Design mem_access_arbiter, sky130hd; sources not shown.
Run 1, clock nets:
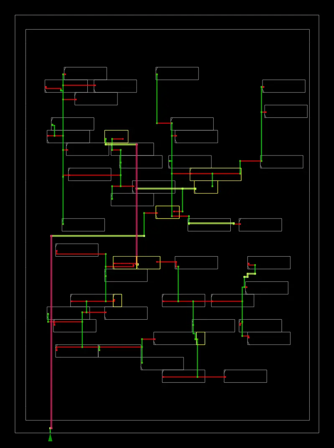
skew final: 0.00400 ns
Skew-Pair Late Insertion Delay: 0.28 ns
TritonCTS Buffers: 5

Run 1, wiring by layer:
Only two layers are drawn.
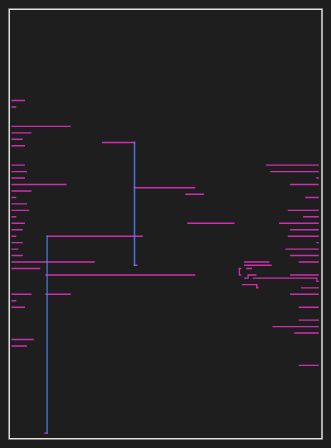
- magenta: met3 (wire length 343 µm)
- blue: met4 (wire length 67.3 µm)
total global routing track utilization: 0.203
vias: 2038
mean routed wirelength per cell: 15.1 µm
final wirelength: 6.20 mm

Run 1, M1 wires:
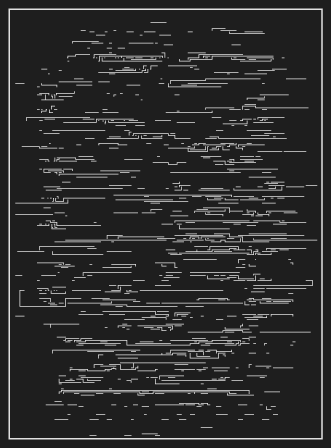
- share of all routed wire: 37%
- wire length on this layer: 2310 µm
- main direction: horizontal
met1 track demand over resource in global routing: 0.234

Run 1, M2 wires:
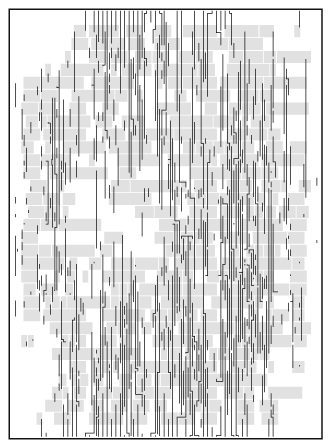
- longest straight run: 37.7 µm
- main direction: vertical
- wire length on this layer: 3480 µm
- share of all routed wire: 56%
met2 layer usage reported by global route: 0.373

==> COMMIT_EDITMSG, run 1 <==
Record implementation results from latest flow run

- The run finished, with violations left.
* Violated checks: setup timing
- Clock transition at the register clock pins on the worst setup and hold paths after CTS: 0.08 ns
* Flop and latch count out of synthesis: 42
* Final core utilization: 0.707
- Power per Cell Area: 2210 nW/µm²
- Setup repair after global routing could not meet its margin everywhere.
- Setup violations remaining at the end of the flow were counted as 15.
- Stages on the worst setup path: 4
* Grt ovf: 0
- The smallest clock period supported by the final layout is computed as 1.68 ns.
- A synthesized cell averages 9.34 µm².
- Hpwl dp: 4.17 mm
- Area of the mapped netlist: 1960 µm²
- Clock tree sinks: 42
- Final instance count without filler cells: 411
* Worst setup margin: -0.0750 ns
* Most common library cell in the layout ignoring fill and taps: clkdlybuf4s50_1
- X dimension of the die: 65.5 µm
- Avg Vias per Cell: 4.96
* CP max stage delay: 0.43 ns
- P_leak: 1.67 nW
* Worst vdd ir: 1.36 mV
* Number of detailed-routing iterations run before antenna repair: 4
- The placement summary gives the final routability congestion estimate as 0.773.
- Placed cell count: 393
- For this run, design rule violations remaining after detail routing come to 0.
- N_diodes: 0
* Gate Count Post-Synth: 210
* Clock tree from TritonCTS: built
- For this design the top-level I/O count stands at 118.
- In the final design database the tool counted 421 nets.
- Number of DRC markers in iteration 0: 119
- The worst setup path is launched from a flop.
- Setup tns final: -0.287 ns
- In the layout the commonest cells are clkdlybuf4s50_1 (71), buf_4 (46), dfrtp_1 (42).
* Number of library cell types mapped by synthesis: 26
* Final Max Slew Viols: 0
- Count of input and output buffers: 113
* Crit Path Category: reg -> out
- Proportion of layout cells with a drive suffix above 1: 0.336
- Count of buffering cells on the critical path with inverters included: 2
- Row generation in the floorplan step produced 31 rows.
- Max fanout on the critical path was recorded as 3.
- In the final report, the number of hold violations comes to 0.
* Total of max-cap violations: 0
- The cell sequence reported for the critical path is buf_6 > ha_4 > and3b_2 > buf_12.
- The arrival time of data at the worst endpoint is listed as 1.36 ns.
- Once detail routing completed, the nets flagged for antenna violations numbered 0.
- Pin count of the biggest net entering global routing: 43
- Final non-filler cell area: 3650 µm²
- CP top delay family: flip-flops
- Post-layout total power: 0.00805 W
- Library cell contributing the largest single delay on the critical path: dfrtp_1
- Of the available clock period, the critical path in the final layout requires 1.05.
* Instance area after placement: 3280 µm²
* Number of global-route vias before repair: 2001
* WHS: 0.373 ns
- Post-synth seq share: 0.536
- Worst reg-to-reg setup slack: -0.05 ns
- H-Tree Depth: 2
- Antenna violations before repair: 0
* Standard cell core area: 5160 µm²
* CTS root buffer: clkbuf_8
- Path type of the worst min-delay path: in -> async
- Cell count in the Yosys report: 210
- Number of flip-flops under the largest register name: 32
[run 1: report_power, final]
group | switching, W | internal [W] | leakage, nW
registers | 0.000306 | 0.00157 | 0.522
logic | 0.00326 | 0.00210 | 1.09
clock network | 0.000354 | 0.000459 | 0.0579
total | 0.00392 | 0.00413 | 1.67
[run 1: cells by family after synthesis]
logic type / synth area share
AOI/OAI and AO/OA: 0.227
adders and majority gates: 0.0319
buffers and inverters: 0.0868
DFF: 0.536
other: 0.00191
and+or+nand+nor: 0.117
[run 1: synthesized netlist by cell type, drive strengths merged]
cell type / number / area (µm²)
a31oi: 1 / 6.26
a211o: 1 / 8.76
a22oi: 1 / 7.51
and3b: 1 / 8.76
conb: 1 / 3.75
o2bb2ai: 1 / 8.76
a22o: 2 / 17.5
o31ai: 1 / 12.5
a32o: 1 / 10.0
a21o: 2 / 15.0
nor2b: 2 / 12.5
buf: 17 / 95.1
nand2: 27 / 101
o21ai: 23 / 115
ha: 5 / 62.6
and2: 1 / 6.26
inv: 20 / 75.1
a222oi: 12 / 120
a21oi: 23 / 123
nor2: 26 / 100
dfrtp: 42 / 1050
[run 1: layout make-up]
type	instances	area, µm²
Fill cell	418	1510
Inverter	20	78.8
Clock inverter	3	40.0
Clock buffer	5	68.8
Multi-Input combinational cell	137	931
Timing Repair Buffer	138	1390
Tap cell	66	82.6
Sequential cell	42	1050
[run 1: metal layers]
metal	vias up	track usage	share of wire
li1	981	-	-
met1	974	0.234	0.37
met2	78	0.373	0.56
met3	5	0.0300	0.055
met4	0	0.0677	0.011
met5	-	0	0
[run 1: timing repair]
action / CTS / global route
setup endpoints to repair: 26 / 46
gates cloned: 1 / 4
endpoints found under the hold margin: 0 / 0
pin swaps: 5 / 32
hold buffers: 0 / 0
setup buffers: 4 / 1
gates resized: 11 / 43
==> run 2, diff against run 1 <==
Settings changed: HOLD_SLACK_MARGIN set to 0.06, SKIP_LAST_GASP set to 1.
Run 2, M2 wires:
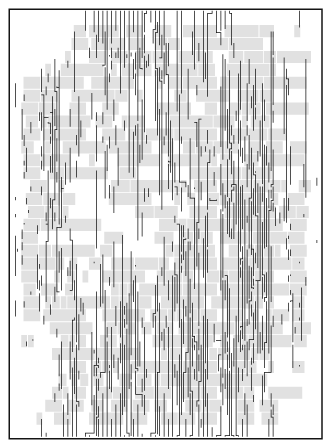
- share of all routed wire: 57%
- nets with wire on the layer: 367
met2 layer usage reported by global route: 0.374
vias: 2016
final wirelength: 6.19 mm

Run 2, drive-strength map:
Bar = 20 µm.
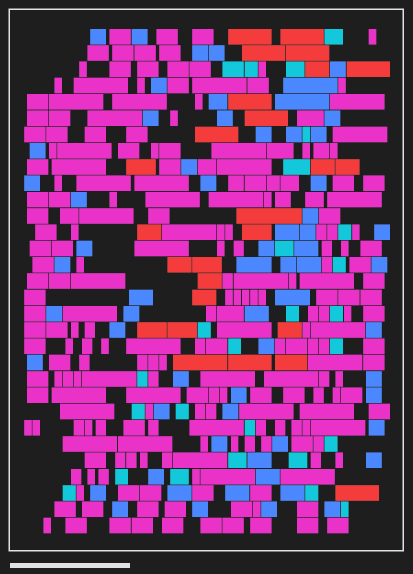
- red: drive 6 and up (cells 26)
- magenta: drive 1 or less (cells 230)
- cyan: drive 2 (cells 26)
- blue: drive 3 to 4 (cells 63)
final non-filler cell area: 3650 µm²
Non-CTS buffers: 138
worst setup margin: -0.0791 ns

==> run 2 against run 1 <==
The flow still finishes with violations (setup timing). Sequential share of layout area barely moved. Cell area barely moved. Combinational power barely moved. Non-clock buffer count did not move. Clock-buffer cell count did not move. Total power barely moved. Global-route usage fell by 0.077 points. Clock skew rose by 0.0015 ns. Synthesized cell count did not move. Hold slack improved by 0.0028 ns. Worst setup slack got worse by 0.0041 ns. Wire length fell by 0.27%. Critical path type unchanged. Largest power group unchanged.
==> COMMIT_EDITMSG, run 2 <==
Record implementation results from latest flow run

- The flow ran to the end, but the final reports show violations.
- Violated checks: setup timing
- For this design the top-level I/O count stands at 118.
- Worst setup margin: -0.0791 ns
- Setup repair after global routing could not meet its margin everywhere.
- The die is 65.5 µm wide.
* Total of max-cap violations: 0
* CTS root buffer: clkbuf_8
- Proportion of layout cells with a drive suffix above 1: 0.333
- Final core utilization: 0.707
- Number of inserted filler cells in the final layout: 417
- P_leak: 1.67 nW
- In the global route stage, met1 resource usage came out at 0.231.
* Layer carrying the most global-route usage: met2
* Period utilization: 1.05
- The worst setup path is launched from a flop.
- Sequential share of power: 0.233
- The data arrival time reported for the critical path is 1.36 ns.
- # setup viols final: 23
* Internal power: 0.00413 W
- Path type of the worst min-delay path: in -> async
* Hpwl dp: 4.17 mm
- Switching part of the total power: 0.487
- Setup tns final: -0.555 ns
* Number of flip-flops under the largest register name: 32
- Critical-path maximum fanout: 3
* Count of input and output buffers: 113
- The core region is 5160 µm².
* Met3 routed wirelength: 277 µm
* Number of global-route vias before repair: 2011
- Routed length on met1: 2.34 mm
- Power per Cell Area: 2210 nW/µm²
* Antenna violations before repair: 0
- Most common library cell in the layout ignoring fill and taps: clkdlybuf4s50_1
- The final layout contains 421 nets.
- STA reports a reg2reg setup slack of -0.07 ns.
- Yosys mapped a number of flops with a built-in enable equal to 0.
* Clock tree from TritonCTS: built
- Routing resource usage on met3 recorded by global route was 0.0300.
* Post-layout total power: 0.00805 W
- Commonest cells post-synth: dfrtp_1 (42), nand2_1 (27), nor2_1 (25), a21oi_1 (21), inv_1 (20)
- Per the Yosys statistics, synthesis produced 210 cells.
* Area share of the largest cell type after synthesis: 0.536
- The final max-slew violation count recorded for this run is 0.
- Number of detailed-routing iterations run before antenna repair: 7
* Commonest non-fill, non-tap cells in the layout: clkdlybuf4s50_1 (71), buf_4 (47), dfrtp_1 (42)
* Pin count of the biggest net entering global routing: 43
- Flop and latch count out of synthesis: 42
* Final Hold Violation Tally: 0
Run 2, wiring by layer:
Only two layers are drawn.
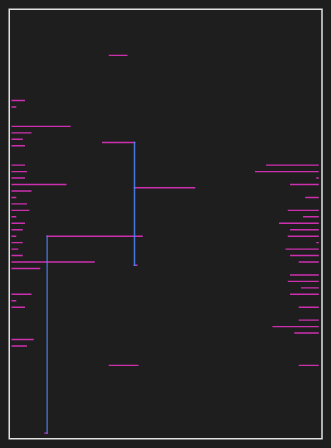
- blue: met4 (wire length 67.3 µm)
- magenta: met3 (wire length 278 µm)
total global routing track utilization: 0.203
mean routed wirelength per cell: 15.1 µm

## run 2: timing repair
item | CTS | global route
buffers inserted | 4 | 1
resized | 8 | 46
cloned | 1 | 4
pin swaps | 3 | 28
setup endpoints to repair | 26 | 46
## run 2: metrics by stage
| step | hold slack, ns | area [µm²] |
|---|---|---|
| 6_report | 0.376 | 3650 |
| 5_1_grt | 0.412 | 3650 |
| 4_1_cts | 0.377 | 3450 |
| 3_5_place_dp | 0.478 | 3280 |
| 3_3_place_gp | 0.464 | 3280 |
| 2_1_floorplan | 0.441 | 1990 |
## run 2: area by class of cell
cell class              instances  area (µm²)  share of cell area
multi-input cells             137         933               0.256
repair buffers                138        1390               0.382
flip-flops and latches         42        1050               0.288
clock buffers                   5        68.8              0.0189
well taps                      66        82.6              0.0226
clock inverters                 3        40.0              0.0110
inverters                      20        78.8              0.0216
## run 2: cell families (layout without fill, tap and decap cells)
group | after synthesis | in the layout | synth area share
compound gates | 68 | 68 | 0.227
buf+inv | 37 | 166 | 0.0868
flops | 42 | 42 | 0.536
simple gates | 57 | 60 | 0.117
fa+ha+maj | 5 | 5 | 0.0319
other cells | 1 | 4 | 0.00191
## run 2: power by group through the flow
stage | clock network (W) | registers, W | logic [W]
after floorplan | 0 | 0.00327 | 0.00170
after global placement | 0 | 0.00186 | 0.00483
after detailed placement | 0 | 0.00187 | 0.00489
after CTS | 0.000841 | 0.00186 | 0.00506
after global routing | 0.000882 | 0.00193 | 0.00566
final | 0.000812 | 0.00187 | 0.00536
## run 2: worst max-delay path, stage by stage (launching register included)
cell	delay [ns]
dfrtp_1	0.43
buf_6	0.14
ha_4	0.15
and3b_2	0.21
buf_12	0.15
Power and IR drop assume default switching activity.
